==> config.mk <==
export PLATFORM = sky130hd
export DESIGN_NAME = hamming_arb_ctrl
export DESIGN_NICKNAME = d
export VERILOG_FILES = /design/src/rtl/hamming_arb_ctrl.sv
export SDC_FILE = /design/constraint.sdc
export NUM_CORES = 1
export LEC_CHECK = 0
export CAP_MARGIN = 25
export CELL_PAD_IN_SITES_DETAIL_PLACEMENT = 0
export CELL_PAD_IN_SITES_GLOBAL_PLACEMENT = 1
export CORE_UTILIZATION = 39
export DETAILED_ROUTE_END_ITERATION = 10
export PLACE_DENSITY_LB_ADDON = 0.2
export SETUP_SLACK_MARGIN = 0.4
export SYNTH_ARGS = -nofsm -noshare
export SYNTH_HDL_FRONTEND = slang
export SYNTH_SLANG_ARGS = --single-unit
==> constraint.sdc <==
create_clock -name clk -period 3.3 [get_ports clk]
set_input_delay 0.66 -clock clk [delete_from_list [all_inputs] [get_ports clk]]
set_output_delay 0.66 -clock clk [all_outputs]
set_load 0.05 [all_outputs]
==> src/rtl/hamming_arb_ctrl.sv <==
// rtl/hamming_arb_ctrl.sv - round-robin byte scheduler/sequencer for the Hamming(7,4) datapath
//
// Purpose:
//   Arbitrates between two byte requesters (A, B) and sends the granted byte
//   through an external combinational Hamming(7,4) encoder/syndrome datapath.
//   Each byte goes through as two nibbles, low nibble first. The two 7-bit
//   codes are assembled into a 14-bit word tagged with its source. Every
//   datapath cycle is checked against the returned syndrome.
//
// Ports:
//   clk, rst             - rising-edge clock, asynchronous active-high reset
//   a_valid/a_data/a_ready - requester A byte handshake (ready is combinational)
//   b_valid/b_data/b_ready - requester B byte handshake (ready is combinational)
//   dp_data              - nibble driven to datapath data_in
//   dp_code, dp_syndrome - datapath code_out and syndrome for dp_data
//   out_valid/out_ready  - codeword pair handshake toward the link framer
//   out_code             - {hi-nibble code, lo-nibble code}
//   out_src              - 0 = A, 1 = B
//   out_err              - nonzero syndrome seen on either nibble of this word
//   err_flag, err_count  - sticky fault flag and saturating fault-cycle count
//   err_clr              - synchronous clear of err_flag/err_count

module hamming_arb_ctrl (
  input  logic        clk,
  input  logic        rst,
  input  logic        a_valid,
  input  logic [7:0]  a_data,
  output logic        a_ready,
  input  logic        b_valid,
  input  logic [7:0]  b_data,
  output logic        b_ready,
  output logic [3:0]  dp_data,
  input  logic [6:0]  dp_code,
  input  logic [2:0]  dp_syndrome,
  output logic        out_valid,
  output logic [13:0] out_code,
  output logic        out_src,
  output logic        out_err,
  input  logic        out_ready,
  output logic        err_flag,
  output logic [7:0]  err_count,
  input  logic        err_clr
);

  typedef enum logic [1:0] {
    ST_IDLE = 2'd0,
    ST_LO   = 2'd1,
    ST_HI   = 2'd2,
    ST_OUT  = 2'd3
  } state_t;

  state_t      state_q;
  logic [7:0]  byte_q;
  logic        src_q;
  logic [6:0]  lo_q;
  logic        word_err_q;
  logic        last_q;        // last granted requester: 0 = A, 1 = B
  logic        out_valid_q;
  logic [13:0] out_code_q;
  logic        out_src_q;
  logic        out_err_q;
  logic        err_flag_q;
  logic        err_flag_d;
  logic [7:0]  err_count_q;
  logic [7:0]  err_count_d;

  logic        grant_a;
  logic        grant_b;
  logic        in_dp_cycle;
  logic        syn_err;

  // B wins only if A is not asking, or both ask and A was served last.
  assign grant_b = b_valid && (!a_valid || !last_q);
  assign grant_a = a_valid && !grant_b;

  // Ready is only offered in IDLE, so a stalled output word blocks both sides.
  assign a_ready = (state_q == ST_IDLE) && grant_a;
  assign b_ready = (state_q == ST_IDLE) && grant_b;

  // Nibble select for the datapath; zero outside the two datapath cycles.
  always_comb begin
    dp_data = 4'h0;
    case (state_q)
      ST_LO:   dp_data = byte_q[3:0];
      ST_HI:   dp_data = byte_q[7:4];
      default: dp_data = 4'h0;
    endcase
  end

  assign in_dp_cycle = (state_q == ST_LO) || (state_q == ST_HI);
  assign syn_err     = in_dp_cycle && (dp_syndrome != 3'b000);

  // Fault bookkeeping; a clear takes priority over a coincident fault.
  always_comb begin
    err_flag_d  = err_flag_q;
    err_count_d = err_count_q;
    if (err_clr) begin
      err_flag_d  = 1'b0;
      err_count_d = 8'h00;
    end else if (syn_err) begin
      err_flag_d = 1'b1;
      if (err_count_q != 8'hFF) begin
        err_count_d = err_count_q + 8'd1;
      end
    end
  end

  always_ff @(posedge clk or posedge rst) begin
    if (rst) begin
      state_q     <= ST_IDLE;
      byte_q      <= 8'h00;
      src_q       <= 1'b0;
      lo_q        <= 7'h00;
      word_err_q  <= 1'b0;
      last_q      <= 1'b1;
      out_valid_q <= 1'b0;
      out_code_q  <= 14'h0000;
      out_src_q   <= 1'b0;
      out_err_q   <= 1'b0;
      err_flag_q  <= 1'b0;
      err_count_q <= 8'h00;
    end else begin
      err_flag_q  <= err_flag_d;
      err_count_q <= err_count_d;
      case (state_q)
        ST_IDLE: begin
          if (grant_a || grant_b) begin
            byte_q     <= grant_b ? b_data : a_data;
            src_q      <= grant_b;
            last_q     <= grant_b;
            word_err_q <= 1'b0;
            state_q    <= ST_LO;
          end
        end
        ST_LO: begin
          lo_q       <= dp_code;
          word_err_q <= (dp_syndrome != 3'b000);
          state_q    <= ST_HI;
        end
        ST_HI: begin
          // Output word is registered here so it is stable for the whole OUT phase.
          out_code_q  <= {dp_code, lo_q};
          out_src_q   <= src_q;
          out_err_q   <= word_err_q || (dp_syndrome != 3'b000);
          out_valid_q <= 1'b1;
          state_q     <= ST_OUT;
        end
        ST_OUT: begin
          if (out_ready) begin
            out_valid_q <= 1'b0;
            state_q     <= ST_IDLE;
          end
        end
        default: begin
          out_valid_q <= 1'b0;
          state_q     <= ST_IDLE;
        end
      endcase
    end
  end

  assign out_valid = out_valid_q;
  assign out_code  = out_code_q;
  assign out_src   = out_src_q;
  assign out_err   = out_err_q;
  assign err_flag  = err_flag_q;
  assign err_count = err_count_q;

endmodule

Fig. 1: ports around the boundary
Bar = 20 um. Pins as bars across the die edge, other pins in gray.
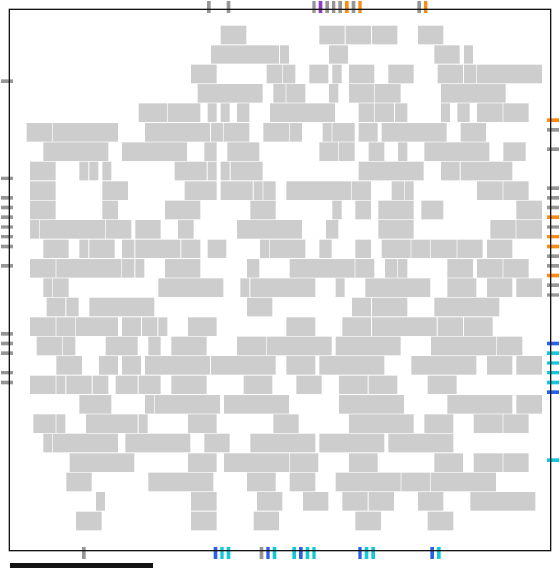
| port | color | pins | direction | edge |
|---|---|---|---|---|
| `dp_code` | blue | 7 | input | 5 bottom, 2 right |
| `a_valid` | purple | 1 | input | top |
| `out_code` | cyan | 14 | output | 9 bottom, 5 right |
| `b_data` | orange | 8 | input | 5 right, 3 top |
all pins by edge: 22 right, 16 bottom, 14 left, 12 top
I/O Buffers: 63
vertical die dimension: 75.59 um
DIE WIDTH: 75.59 um

==> metrics.json <==
{
  "status": "complete, no violations",
  "yosysTopAreaCellShare": 0.5332,
  "finalCritPeriodShare": 0.7995,
  "worst_slew_pin_slew_ns": 0.5263,
  "design.final.nets": 284,
  "relSlewSlack": 0.6480,
  "synth_xor_xnor_area_share": 0.01244,
  "routed_wl_um": 4117,
  "finalSetupViolations": 0,
  "fin_skew_ns": 0.008016,
  "r2r_slack_ns": 1.40,
  "mostFrequentLayoutCells": "57 x clkdlybuf4s50_1, 45 x dfrtp_1, 14 x mux2_1, 14 x nor2_1, 13 x nand2_1",
  "synthesis.area_per_instance_um2": 11.93,
  "syn-cell-area_mm2": 0.002112,
  "mean_number_of_vias_per_cell": 4.908,
  "share_clk_of_total_power": 0.132,
  "arrival_time_at_the_worst_endpoint_ns": 1.98,
  "synth.ff_latch_count": 46,
  "highest-signal-layer": "met4",
  "cp_depth": 4,
  "type_of_the_tightest_min_delay_check": "reg2reg",
  "hold_viol_final": 0,
  "pre_cts_ws_ns": 0.7025,
  "grt_busiest_layer": "met2",
  "pg_comb_mw": 1.61,
  "place.gp.congestion": 0.7129,
  "critical-path-top-delay-family": "buffers and inverters",
  "ys_cells": 177,
  "grt_first_pass_wirelength_um": 6513,
  "timing.final.max_slew_violations": 0,
  "startpoint_of_the_worst_hold_path": "lo_q[2]",
  "wl_per_cell_um": 13.03,
  "cts.clk_slew.worst_paths_ns": 0.08,
  "fmaxAchievable_mhz": 379.0,
  "dp.final_hpwl_um": 3029,
  "async_flop_share": 1.000,
  "logic_gate_count": 119,
  "boundary_pin_count": 64,
  "layout.clock.cell_area_share": 0.03719,
  "clock_power_uw": 389,
  "power_per_cell_area_mw_per_mm2": 996.4,
  "syn_inst": 177,
  "sequential_share_of_power": 0.324,
  "antenna_left": 0,
  "startpoint": "state_q[0]",
  "hold_depth": 1,
  "nClkBuffers": 8,
  "drc": 0,
  "post-synth-top-count-cell": "dfrtp_1",
  "max_cap_violations": 0,
  "combPwrFrac": 0.544,
  "power.total_mw": 2.950,
  "yosys.stat.chipArea_mm2": 0.002112,
  "met3WireLength_um": 239,
  "dominantRegCellSynth": "dfrtp_1",
  "final.fill_count": 453,
  "netlist_logic_family_top": "multiplexers",
  "crit-reg2reg-launch": "state_q[0]",
  "cts-hold-fix-buffers": 0,
  "cp_cell_sequence": "inv_1, ha_1, nor2b_1, dlygate4sd2_1",
  "timing.hold.worst_endpoint": "lo_q[2]",
  "cts_root_buf": "clkbuf_8",
  "critical-path-max-stage-delay_ns": 0.54,
  "cts_made_buffers": 5,
  "cts_tree": "built",
  "power.share.switching": 0.4332,
  "sequential_cell_area_mm2": 0.001152,
  "num_rows": 26,
  "post-route-min-period_ns": 2.638
}
Fig. 2: cell area per tile
The die is cut into 8 by 8 equal tiles; white is low, dark blue is high, 0 to 100% covered.
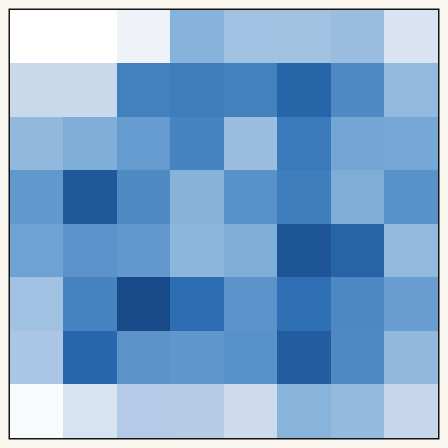
fullest tile: 89%
tiles over 75% full: 13%
nearly empty tiles: 3.1%
core area: 0.005172 mm^2
Floorplan Utilization: 0.4083
fraction of the core area covered by cells at the end of the flow: 0.5723

